File: src/rtl/dmem_arbiter.sv
// Two-requester arbiter for the 16-bit data memory; 32-bit accesses run as two beats.
// Optional round-robin arbitration when DMEM_ARB_RR_EN is defined (default: fixed i > p).
module dmem_arbiter #(
  parameter int ADDR_W = 16,
  parameter int DATA_W = 16
) (
  input  logic                clk,
  input  logic                rst,
  input  logic                p_req,
  input  logic                p_we,
  input  logic                p_dbl,
  input  logic [ADDR_W-1:0]   p_addr,
  input  logic [2*DATA_W-1:0] p_wdata,
  output logic [2*DATA_W-1:0] p_rdata,
  output logic                p_done,
  output logic                p_stall,
  input  logic                i_req,
  input  logic                i_we,
  input  logic                i_dbl,
  input  logic [ADDR_W-1:0]   i_addr,
  input  logic [2*DATA_W-1:0] i_wdata,
  output logic [2*DATA_W-1:0] i_rdata,
  output logic                i_done,
  output logic                mem_read,
  output logic                mem_write,
  output logic [ADDR_W-1:0]   mem_addr,
  output logic [DATA_W-1:0]   mem_wdata,
  input  logic [DATA_W-1:0]   mem_rdata,
  output logic                busy,
  output logic [2:0]          dbg_state
);

  typedef enum logic [2:0] {IDLE, P_B0, P_B1, I_B0, I_B1} state_t;

  state_t              state;
  logic                cur_we;
  logic                cur_dbl;
  logic [ADDR_W-1:0]   cur_addr;
  logic [DATA_W-1:0]   cur_wlo;
  logic [DATA_W-1:0]   w0;
`ifdef DMEM_ARB_RR_EN
  logic                last_p;
`endif

  logic                i_elig, p_elig, grant_i, grant_p;
  logic                g_we, g_dbl;
  logic [ADDR_W-1:0]   g_addr;
  logic [2*DATA_W-1:0] g_wdata;
  logic                owner_p, last_beat;
  logic [2*DATA_W-1:0] read_word;

  // A requester in its done cycle is masked so the other one can be granted without a bubble.
  always_comb begin
    i_elig = i_req & ~i_done;
    p_elig = p_req & ~p_done;
`ifdef DMEM_ARB_RR_EN
    grant_i = i_elig & (~p_elig | last_p);
`else
    grant_i = i_elig;
`endif
    grant_p   = p_elig & ~grant_i;
    g_we      = grant_i ? i_we    : p_we;
    g_dbl     = grant_i ? i_dbl   : p_dbl;
    g_addr    = grant_i ? i_addr  : p_addr;
    g_wdata   = grant_i ? i_wdata : p_wdata;
    owner_p   = (state == P_B0) || (state == P_B1);
    last_beat = (state == P_B1) || (state == I_B1) || !cur_dbl;
    read_word = cur_dbl ? {w0, mem_rdata} : {{DATA_W{1'b0}}, mem_rdata};
  end

  assign p_stall   = p_req & ~p_done;
  assign busy      = (state != IDLE);
  assign dbg_state = state;

  always_ff @(posedge clk or negedge rst) begin
    if (!rst) begin
      state     <= IDLE;
      cur_we    <= 1'b0;
      cur_dbl   <= 1'b0;
      cur_addr  <= '0;
      cur_wlo   <= '0;
      w0        <= '0;
      p_rdata   <= '0;
      i_rdata   <= '0;
      p_done    <= 1'b0;
      i_done    <= 1'b0;
      mem_read  <= 1'b0;
      mem_write <= 1'b0;
      mem_addr  <= '0;
      mem_wdata <= '0;
`ifdef DMEM_ARB_RR_EN
      last_p    <= 1'b1;
`endif
    end else begin
      p_done <= 1'b0;
      i_done <= 1'b0;
      case (state)
        IDLE: begin
          if (grant_i || grant_p) begin
            state     <= grant_i ? I_B0 : P_B0;
            cur_we    <= g_we;
            cur_dbl   <= g_dbl;
            cur_addr  <= g_addr;
            cur_wlo   <= g_wdata[DATA_W-1:0];
            mem_addr  <= g_addr;
            mem_read  <= ~g_we;
            mem_write <= g_we;
            // High word goes first on a two-beat write.
            mem_wdata <= !g_we ? '0 :
                         (g_dbl ? g_wdata[2*DATA_W-1:DATA_W] : g_wdata[DATA_W-1:0]);
`ifdef DMEM_ARB_RR_EN
            last_p    <= grant_p;
`endif
          end
        end
        P_B0, P_B1, I_B0, I_B1: begin
          if (!cur_we && (state == P_B0 || state == I_B0)) w0 <= mem_rdata;
          if (last_beat) begin
            state     <= IDLE;
            mem_read  <= 1'b0;
            mem_write <= 1'b0;
            mem_addr  <= '0;
            mem_wdata <= '0;
            if (owner_p) begin
              p_done <= 1'b1;
              if (!cur_we) p_rdata <= read_word;
            end else begin
              i_done <= 1'b1;
              if (!cur_we) i_rdata <= read_word;
            end
          end else begin
            state     <= owner_p ? P_B1 : I_B1;
            mem_addr  <= cur_addr + ADDR_W'(1);
            mem_wdata <= cur_we ? cur_wlo : '0;
          end
        end
        default: state <= IDLE;
      endcase
    end
  end

endmodule

File: config.mk
export PLATFORM = sky130hd
export DESIGN_NAME = dmem_arbiter
export DESIGN_NICKNAME = d
export VERILOG_FILES = /design/src/rtl/dmem_arbiter.sv
export SDC_FILE = /design/constraint.sdc
export NUM_CORES = 1
export LEC_CHECK = 0
export ABC_AREA = 1
export CAP_MARGIN = 15
export CORE_ASPECT_RATIO = 1.5
export CORE_UTILIZATION = 30
export DETAILED_ROUTE_END_ITERATION = 6
export GPL_TIMING_DRIVEN = 0
export SYNTH_ARGS = -nofsm -noshare
export SYNTH_HDL_FRONTEND = slang
export SYNTH_SLANG_ARGS = --single-unit
File: constraint.sdc
create_clock -name clk -period 1.85 [get_ports clk]
set_input_delay 0.4625 -clock clk [delete_from_list [all_inputs] [get_ports clk]]
set_output_delay 0.4625 -clock clk [all_outputs]
set_load 0.01 [all_outputs]
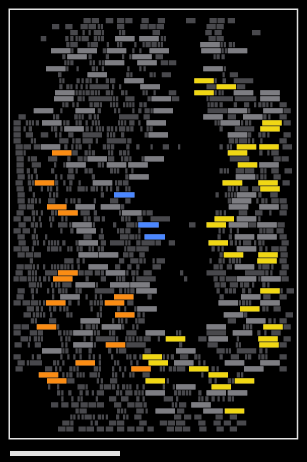
(run_1/registers.png)
The bar under the picture is 50 µm long. Other sequential cells in the stronger gray, the rest of the logic in the fainter gray.
Key: dbg_state = blue [flops 3]; mem_wdata = orange [flops 16]; i_rdata = yellow [flops 32]

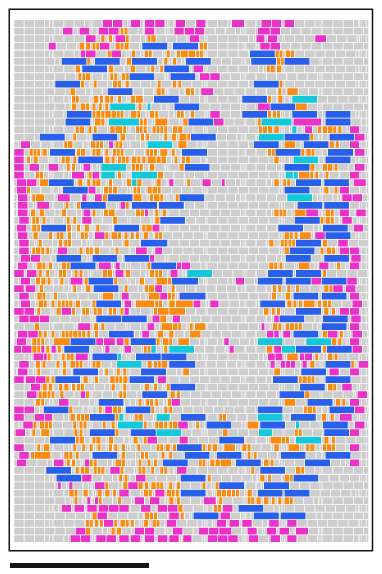
(run_1/cell_classes.png)
The bar under the picture is 50 µm long. Fill, decap, tap and diode cells in gray.
Key: all other logic = orange [cells 751, share of their area 32%]; other buffers and delay cells = magenta [cells 288, share of their area 26%]; clock drivers and dummy loads = cyan [cells 32, share of their area 5.6%]; flops = blue [cells 153, share of their area 36%]

==> run summary, run 1 <==
Top cell excl fill/tap = nand2_1
OpenROAD warning count = 28
slowest CP cell = dfrtp_2
number of buffers created by CTS = 17
CTS tree = yes
post-route ant nets = 0
Die Area = 0.0252 mm²
WP data required = 1.39 ns
P_leak = 5.36 nW
mean area per synthesized cell = 7.72 µm²
MUX share of area = 2.29%
Logic family by area = simple AND/OR/NAND/NOR gates
Nets at Floorplan = 1075
Antenna diodes = 0
share of layout cells above drive strength 1 = 11.8%
reg2reg setup slack = 0.08 ns
DP Cell Count = 1497
yosys synthesis chip area = 0.00736 mm²
worst slew pin tran = 0.757 ns
clock sinks = 153
reg2reg start = dbg_state[0]
core area = 0.0239 mm²
Max-cap violations = 0
Critical Path Start = dbg_state[1]
fin cells = 1543
initial antenna violation count = 0
Synth flops = 153
Top Layout Cells = nand2_1, clkdlybuf4s50_1, dfrtp_1, nor2_1, nand3_1
placed instance area = 0.0100 mm²
DRC = 0
synth cell count leaders = nand2_1, dfrtp_1, nor2_1
Worst EP arrival = 1.38 ns
fin nets = 1332
endpoints failing setup = 0
GR Util All Layers = 20.4%
Adder-Cell Fraction of Synth Area = 0.170%
Synth top cell by count = nand2_1
vias in the first global route = 7129
Distinct cells, synth = 32
Setup crit end kind = primary output
Fmax = 544 MHz
H-tree depth = 4
XOR Share, Synth = 0.119%
vias per std cell = 4.61
Top area cell types = dfrtp_1, nand2_1, nand3_1
IO Count = 225
main flop type = dfrtp_1
Clock Skew = 0.00908 ns
number of synthesis warnings = 0
fin crit period = 1.84 ns
status = completed
Yosys top cell by area = dfrtp_1
Worst-path clk slew = 0.06 ns
design area = 0.0109 mm²
setup tns final = 0 ns
final wirelength = 24.5 mm
Post-synth EDFFs = 0
fin util = 45.7%
power density cells = 1640 mW/mm²
total gr overflow = 0
Worst Reg-to-Reg Cells = 6
Max rail drop VDD = 0.811 mV
total power = 0.0180 W
cycle use final = 99.4%
register area share after synthesis = 52.0%
Crit Path Category = register to primary output
crit path cell chain = nor2_4 -> inv_2 -> nor2_4 -> inv_2 -> buf_6
yosys simple share = 29.4%
first-pass GRT wire length = 38.7 mm
worst-skew pair later-pin latency = 0.43 ns
Top-area cell share = 52.0%
worst min path class = input pin to asynchronous set/reset pin
Detailed Route Iter0 Violations = 436
Placer Congestion = 0.864
Netlist Area Pre-Place = 0.00736 mm²
CTS Buffer Depth = 2
relative slew slack = 49.5%
hold_ws = 0.0638 ns
Gate Count Post-Synth = 954
CP max stage delay = 0.45 ns
Final Hold Fails = 0
Area Overhead vs Synth = 48.3%
Starting Density = 30.8%
DRT Pass-1 Iters = 4
RSZ-0062 raised after global routing = yes
Die Y-Extent = 194 µm
Max FO, Critical Path = 5
hpwl dp = 18.8 mm
Port Buffers = 223
Async SR Flop Fraction = 100%
Die X = 130 µm
CP startpoint kind = register
# Cells Yosys = 954
final max-slew violation count = 0
ao+oa area frac = 9.63%
PnR worst setup slack = 0.0119 ns
row count = 69
pre-CTS setup slack = -0.875 ns
maximum number of pins on one net before global-route repair = 81
routed vias = 7119
DR WL/cell = 15.9 µm
CTS root buffer = clkbuf_16
Critical Path End = busy
Crit Reg-Reg Endpoint = w0[12]
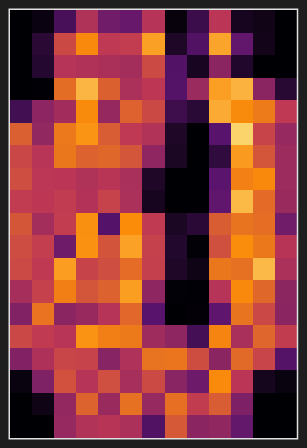
(run_1/density.png)
The die is cut into 13 by 19 equal tiles; black is low, pale yellow is high, 0 to 100% covered.
The fullest tile reaches 91%. 11% of the tiles are nearly empty. The mean over all tiles is 42%.

## run 1: registers in the layout, summed over array words and instances (netlist names)
name	count
dbg_state	3
p_done	1
p_rdata	32
i_done	1
i_rdata	32
cur_wlo	16
cur_we	1
w0	16
mem_read	1
cur_addr	16
mem_addr	16
cur_dbl	1
mem_wdata	16
mem_write	1
## run 1: layout make-up
| cell class | instances | area, µm² |
|---|---|---|
| buffer | 50 | 288 |
| sequential | 153 | 3830 |
| multi-input combinational | 688 | 3170 |
| inverter | 63 | 243 |
| timing repair buffer | 238 | 2400 |
| tap | 319 | 399 |
| clock buffer | 24 | 492 |
| fill | 2401 | 13000 |
| clock inverter | 8 | 92.6 |
## run 1: routing by layer
| layer | vias to the layer above | share of wire (%) | global-route usage, % |
|---|---|---|---|
| met5 | - | 0 | 0 |
| met3 | 27 | 4.1 | 4.14 |
| li1 | 3559 | - | - |
| met1 | 3325 | 39 | 22.6 |
| met2 | 208 | 55 | 37.5 |
| met4 | 0 | 1.8 | 7.71 |
## run 1: logic make-up (layout without fill, tap and decap cells)
kind of cell	Yosys count	after routing
compound gates	134	134
flops	153	153
mux	15	15
simple gates	537	537
fa+ha+maj	1	1
buf+inv	113	383
xor+xnor	1	1
## run 1: critical path: cells and delay by family (launching register included)
kind	cells	cell delay, ns
and+or+nand+nor	2	0.23
DFF	1	0.45
buffers and inverters	3	0.25
## run 1: power breakdown
| group | total (W) | switching (W) | internal [W] |
|---|---|---|---|
| combinational | 0.00866 | 0.00487 | 0.00379 |
| sequential | 0.00582 | 0.000945 | 0.00487 |
| clock | 0.00348 | 0.00136 | 0.00212 |
## run 1: repair_timing
action / 4_1_cts / 5_1_grt
gates cloned: 0 / 0
pin swaps: 5 / 5
hold buffers: 0 / 0
endpoints found under the setup margin: 130 / 106
setup buffers: 9 / 5
gates resized: 64 / 49
## Run 2: what changed since run 1
--- a/config.mk
+++ b/config.mk
@@ -6,7 +6,6 @@
 export NUM_CORES = 1
 export LEC_CHECK = 0
 export ABC_AREA = 1
-export CAP_MARGIN = 15
 export CORE_ASPECT_RATIO = 1.5
 export CORE_UTILIZATION = 30
 export DETAILED_ROUTE_END_ITERATION = 6
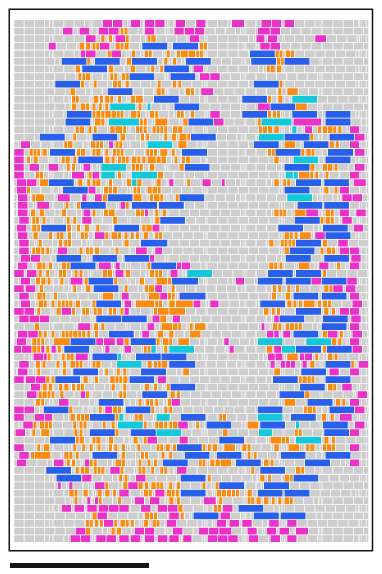
(run_2/cell_classes.png)
The bar under the picture is 50 µm long. Fill, decap, tap and diode cells in gray.
Key: other buffers and delay cells = magenta [cells 288, share of their area 26%]; flops = blue [cells 153, share of their area 36%]; clock drivers and dummy loads = cyan [cells 32, share of their area 5.6%]; all other logic = orange [cells 751, share of their area 32%]

==> run summary, run 2 <==
initial antenna violation count = 0
CTS Buffer Depth = 2
crit-path leading delay family = flip-flops
Async SR Flop Fraction = 100%
share of layout cells above drive strength 1 = 11.8%
Nets at Floorplan = 1075
CP startpoint kind = register
cycle use final = 99.4%
Placer Congestion = 0.864
fin nets = 1332
Post-synth EDFFs = 0
Netlist Area Pre-Place = 0.00736 mm²
core area = 0.0239 mm²
Top Layout Cells = nand2_1, clkdlybuf4s50_1, dfrtp_1, nor2_1, nand3_1
Port Buffers = 223
Die Y-Extent = 194 µm
OpenROAD warning count = 28
Max FO, Critical Path = 5
first-pass GRT wire length = 38.7 mm
Synth top cell by count = nand2_1
CP max stage delay = 0.45 ns
Fillers = 2401
P_leak = 5.36 nW
worst slew pin tran = 0.757 ns
Top-area cell share = 52.0%
Final Hold Fails = 0
Starting Density = 30.8%
maximum number of pins on one net before global-route repair = 81
IO Count = 225
Fmax = 544 MHz
Clock Skew = 0.00908 ns
area occupied by multi-input gates = 0.00317 mm²
Worst-path clk slew = 0.06 ns
mean area per synthesized cell = 7.72 µm²
DRT Pass-1 Iters = 4
hold_ws = 0.0638 ns
worst-skew pair later-pin latency = 0.43 ns
DR WL/cell = 15.9 µm
Antenna diodes = 0
row count = 69
crit path cell chain = nor2_4 -> inv_2 -> nor2_4 -> inv_2 -> buf_6
slowest CP cell = dfrtp_2
yosys synthesis chip area = 0.00736 mm²
Sequential cell area = 0.00383 mm²
Synth flops = 153
RSZ-0062 raised after global routing = yes
largest registers = i_rdata x32, p_rdata x32
DRC = 0
WP data required = 1.39 ns
routed vias = 7119
status = completed
register area share after synthesis = 52.0%
Setup crit end kind = primary output
Buf+Inv Stages, Crit Path = 3
fin util = 45.7%
reg2reg start = dbg_state[0]
total gr overflow = 0
final wirelength = 24.5 mm
power density cells = 1640 mW/mm²
Detailed Route Iter0 Violations = 436
Area Overhead vs Synth = 48.3%
CTS root buffer = clkbuf_16
number of buffers created by CTS = 17
main flop type = dfrtp_1
GR Util All Layers = 20.4%
setup bufs post-CTS = 9
Top cell excl fill/tap = nand2_1
Die X = 130 µm
post-cts resize count = 64
Max-cap violations = 0
Top area cell types = dfrtp_1, nand2_1, nand3_1
Gate Count Post-Synth = 954
final max-slew violation count = 0
number of synthesis warnings = 0
Critical Path Start = dbg_state[1]
Distinct cells, synth = 32
fin crit period = 1.84 ns
# hold bufs at CTS = 0
CTS tree = yes
relative slew slack = 49.5%
H-tree depth = 4
post-route ant nets = 0
Worst EP arrival = 1.38 ns
endpoints failing setup = 0
Die Area = 0.0252 mm²
Crit Path Category = register to primary output
worst min path class = input pin to asynchronous set/reset pin
Yosys top cell by area = dfrtp_1
clock sinks = 153
hpwl dp = 18.8 mm
# Cells Yosys = 954
Max rail drop VDD = 0.811 mV
vias in the first global route = 7129
vias per std cell = 4.61
synth cell count leaders = nand2_1, dfrtp_1, nor2_1
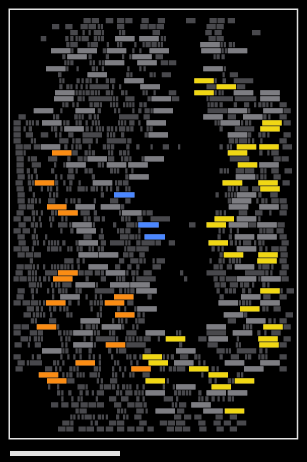
(run_2/registers.png)
The bar under the picture is 50 µm long. Other sequential cells in the stronger gray, the rest of the logic in the fainter gray.
Key: i_rdata = yellow [flops 32]; mem_wdata = orange [flops 16]; dbg_state = blue [flops 3]
Another 102 sequential cells are not colored.

## run 2: metal layers
metal | wire length, µm | global-route usage [%]
met2 | 13400 | 37.5
met4 | 429 | 7.71
met1 | 9640 | 22.6
met5 | 0 | 0
met3 | 993 | 4.14
## run 2: layout make-up
cell class                      instances  area share (%)
Timing Repair Buffer                  238            22.0
Inverter                               63            2.22
Clock buffer                           24            4.50
Buffer                                 50            2.64
Clock inverter                          8           0.848
Tap cell                              319            3.66
Sequential cell                       153            35.1
Multi-Input combinational cell        688            29.1
## run 2: stage by stage
stage | area [µm²] | power (W) | worst slack, ns | cells | setup TNS [ns]
final | 10900 | 0.0180 | 0.0119 | 1543 | 0
after global routing | 10900 | 0.0193 | -0.0610 | 1543 | -0.639
after CTS | 10800 | 0.0180 | -0.0147 | 1538 | -0.0147
after detailed placement | 10000 | 0.0141 | -0.875 | 1497 | -46.39
after global placement | 10000 | 0.0140 | -6.07 | 1496 | -971.70
after floorplan | 7360 | 0.0101 | 0.186 | 954 | 0
## run 2: worst paths after layout
kind,endpoint,slack [ns],cells after the start
min in group clk,p_rdata[3],0.47,2
setup reg to reg,w0[12],0.08,6
hold / removal,p_rdata[12],0.06,1
setup / recovery,busy,0.01,5
max in group asynchronous,i_done,0.89,2
hold reg to reg,p_rdata[3],0.47,2
## run 2: cell families after synthesis
| group | synth area share (%) |
|---|---|
| buf+inv | 6.37 |
| xor+xnor | 0.119 |
| mux | 2.29 |
| compound gates | 9.63 |
| simple gates | 29.4 |
| flops | 52.0 |
| fa+ha+maj | 0.170 |
## run 2: report_power, final
part / internal (W) / switching (W)
registers: 0.00487 / 0.000945
logic: 0.00379 / 0.00487
clock network: 0.00212 / 0.00136
==> run_2/density.png <==
The die is cut into 13 by 19 equal tiles; black is low, pale yellow is high, 0 to 100% covered.
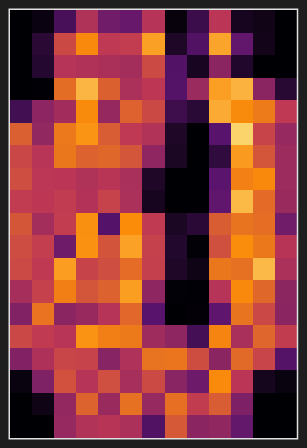

## Run 3: what changed since run 2
--- a/config.mk
+++ b/config.mk
@@ -8,6 +8,7 @@
 export ABC_AREA = 1
 export CORE_ASPECT_RATIO = 1.5
 export CORE_UTILIZATION = 30
+export CTS_CLUSTER_SIZE = 40
 export DETAILED_ROUTE_END_ITERATION = 6
 export GPL_TIMING_DRIVEN = 0
 export SYNTH_ARGS = -nofsm -noshare
==> constraint.sdc (replaced) <==
create_clock -name clk -period 1.85 [get_ports clk]
set_input_delay 0.555 -clock clk [delete_from_list [all_inputs] [get_ports clk]]
set_output_delay 0.555 -clock clk [all_outputs]
set_load 0.01 [all_outputs]
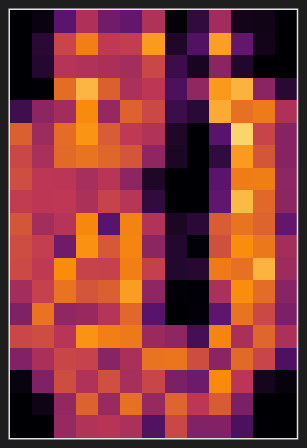
(run_3/density.png)
The die is cut into 13 by 19 equal tiles; black is low, pale yellow is high, 0 to 100% covered.
6.9% of the tiles are over 75% full. 11% of the tiles are nearly empty. The fullest tile reaches 91%. The mean over all tiles is 41%.

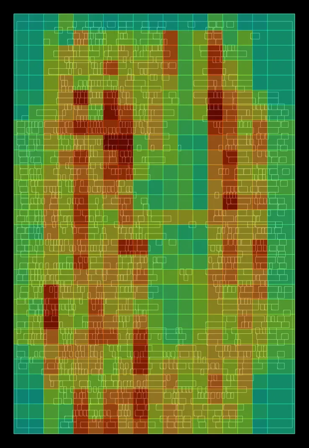
(run_3/final_congestion.png)
DR WL/cell: 15.9 µm
grt met1 use: 22.5%

==> run summary, run 3 <==
placed instance area = 0.0100 mm²
WP data required = 1.29 ns
routed vias = 7202
Async SR Flop Fraction = 100%
DRT Pass-1 Iters = 5
Area Overhead vs Synth = 46.1%
Synth flops = 153
number of buffers created by CTS = 17
largest registers = i_rdata x32, p_rdata x32
hpwl dp = 18.8 mm
sequential power share = 33.3%
Highest Signal Layer = met4
Distinct cells, synth = 32
post-route ant nets = 0
Max-cap violations = 0
Fmax = 509 MHz
Gate Count Post-Synth = 954
Detailed Route Iter0 Violations = 489
Nets at Floorplan = 1075
Top Layout Cells = nand2_1, dfrtp_1, clkdlybuf4s50_1, dlygate4sd2_1, nor2_1
Die Y-Extent = 194 µm
Critical Path Start = dbg_state[0]
worst min path class = input pin to asynchronous set/reset pin
register area share after synthesis = 52.0%
Post-synth EDFFs = 0
hold_ws = 0.149 ns
mean area per synthesized cell = 7.72 µm²
# Cells Yosys = 954
# hold bufs at CTS = 0
Worst Reg-to-Reg Cells = 9
Placer Congestion = 0.864
Die X = 130 µm
Top-area cell share = 52.0%
relative slew slack = 49.1%
Fillers = 2457
first-pass GRT wire length = 38.8 mm
reg2reg start = i_done
PnR worst setup slack = -0.114 ns
worst-skew pair later-pin latency = 0.43 ns
P_leak = 5.41 nW
core area = 0.0239 mm²
final wirelength = 24.5 mm
vias in the first global route = 7157
Crit Path Category = register to primary output
grt met2 use = 37.9%
met2 WL post-DR = 13.3 mm
cycle use final = 106%
DRC = 0
endpoints failing setup = 1
final max-slew violation count = 0
CP startpoint kind = register
Max FO, Critical Path = 4
initial antenna violation count = 0
Netlist Area Pre-Place = 0.00736 mm²
total gr overflow = 0
P_sw = 0.00716 W
OpenROAD warning count = 28
Metal-1 WL = 9.48 mm
Top cell excl fill/tap = nand2_1
Synth top cell by count = nand2_1
clock sinks = 153
fin util = 45.0%
Starting Density = 30.8%
GR Util All Layers = 20.5%
maximum number of pins on one net before global-route repair = 81
CTS root buffer = clkbuf_16
post-cts resize count = 152
setup tns final = -0.114 ns
CTS tree = yes
Antenna diodes = 0
fin crit period = 1.96 ns
synth cell count leaders = nand2_1, dfrtp_1, nor2_1
GRT busiest layer = met2
Yosys top cell by area = dfrtp_1
design area = 0.0108 mm²
share of layout cells above drive strength 1 = 11.9%
Crit Reg-Reg Endpoint = mem_addr[4]
reg2reg setup slack = 0.10 ns
Clock Skew = 0.00812 ns
Port Buffers = 223
main flop type = dfrtp_1
Top area cell types = dfrtp_1, nand2_1, nand3_1
setup bufs post-CTS = 9
IO Count = 225
RSZ-0062 raised after global routing = yes
Worst EP arrival = 1.41 ns
met3 wire len = 1.10 mm
row count = 69
worst slew pin tran = 0.763 ns
vias per std cell = 4.67
Comb pwr share = 46.6%
Worst-path clk slew = 0.06 ns
Sw Share = 41.2%
Internal = 0.0102 W
number of synthesis warnings = 0
Final Hold Fails = 0
power density cells = 1610 mW/mm²
failing checks = setup timing
clock share of power = 20.0%
H-tree depth = 4
status = finished with violations
met3 GRT Util = 3.97%
CTS Buffer Depth = 2
yosys synthesis chip area = 0.00736 mm²
Max rail drop VDD = 0.783 mV
fin nets = 1330
Die Area = 0.0252 mm²
Setup crit end kind = primary output
[run 3: worst max-delay path by stage]
stage / to / slack [ns] / cells after the start
2_1_floorplan: mem_wdata[10] / 0.09 / 9
3_3_place_gp: mem_wdata[5] / -6.17 / 1
3_5_place_dp: cur_wlo[6] / -0.97 / 7
4_1_cts: busy / -0.15 / 5
5_1_grt: busy / -0.16 / 5
6_report: busy / -0.11 / 5
[run 3: cell families (layout without fill, tap and decap cells)]
family / Yosys count / count (layout) / share of synthesized area, %
fa+ha+maj: 1 / 1 / 0.170
flops: 153 / 153 / 52.0
xor+xnor: 1 / 1 / 0.119
mux: 15 / 15 / 2.29
simple gates: 537 / 537 / 29.4
compound gates: 134 / 134 / 9.63
buf+inv: 113 / 381 / 6.37
[run 3: layout make-up]
type                       instances  area (µm²)  share of cell area, %
inverter                          63         244                   2.27
buffer                            49         287                   2.66
tap                              319         399                   3.71
timing repair buffer             237        2220                   20.7
sequential                       153        3830                   35.6
multi-input combinational        688        3190                   29.6
clock inverter                     8        92.6                  0.861
clock buffer                      24         492                   4.57
[run 3: critical path, cell delays in order (launching register included)]
cell     delay (ns)
dfrtp_2        0.44
nor2_4         0.14
inv_2          0.06
nor2_4         0.12
inv_2          0.08
buf_6          0.13
[run 3: metrics by stage]
step                      power [W]  cells  setup WS (ns)
after detailed placement     0.0141   1497         -0.967
after CTS                    0.0173   1538         -0.148
after global placement       0.0140   1496          -6.17
final                        0.0174   1541         -0.114
after floorplan              0.0101    954         0.0930
after global routing         0.0187   1541         -0.164
[run 3: power by group through the flow]
stage               Combinational, W  Sequential [W]  Clock, W
detailed placement           0.00826         0.00585         0
CTS                          0.00798         0.00579   0.00354
global route                 0.00902         0.00598   0.00369
finish                       0.00810         0.00579   0.00348
floorplan                    0.00400         0.00608         0
global placement             0.00815         0.00584         0
Power is estimated from default activity; no workload was simulated.
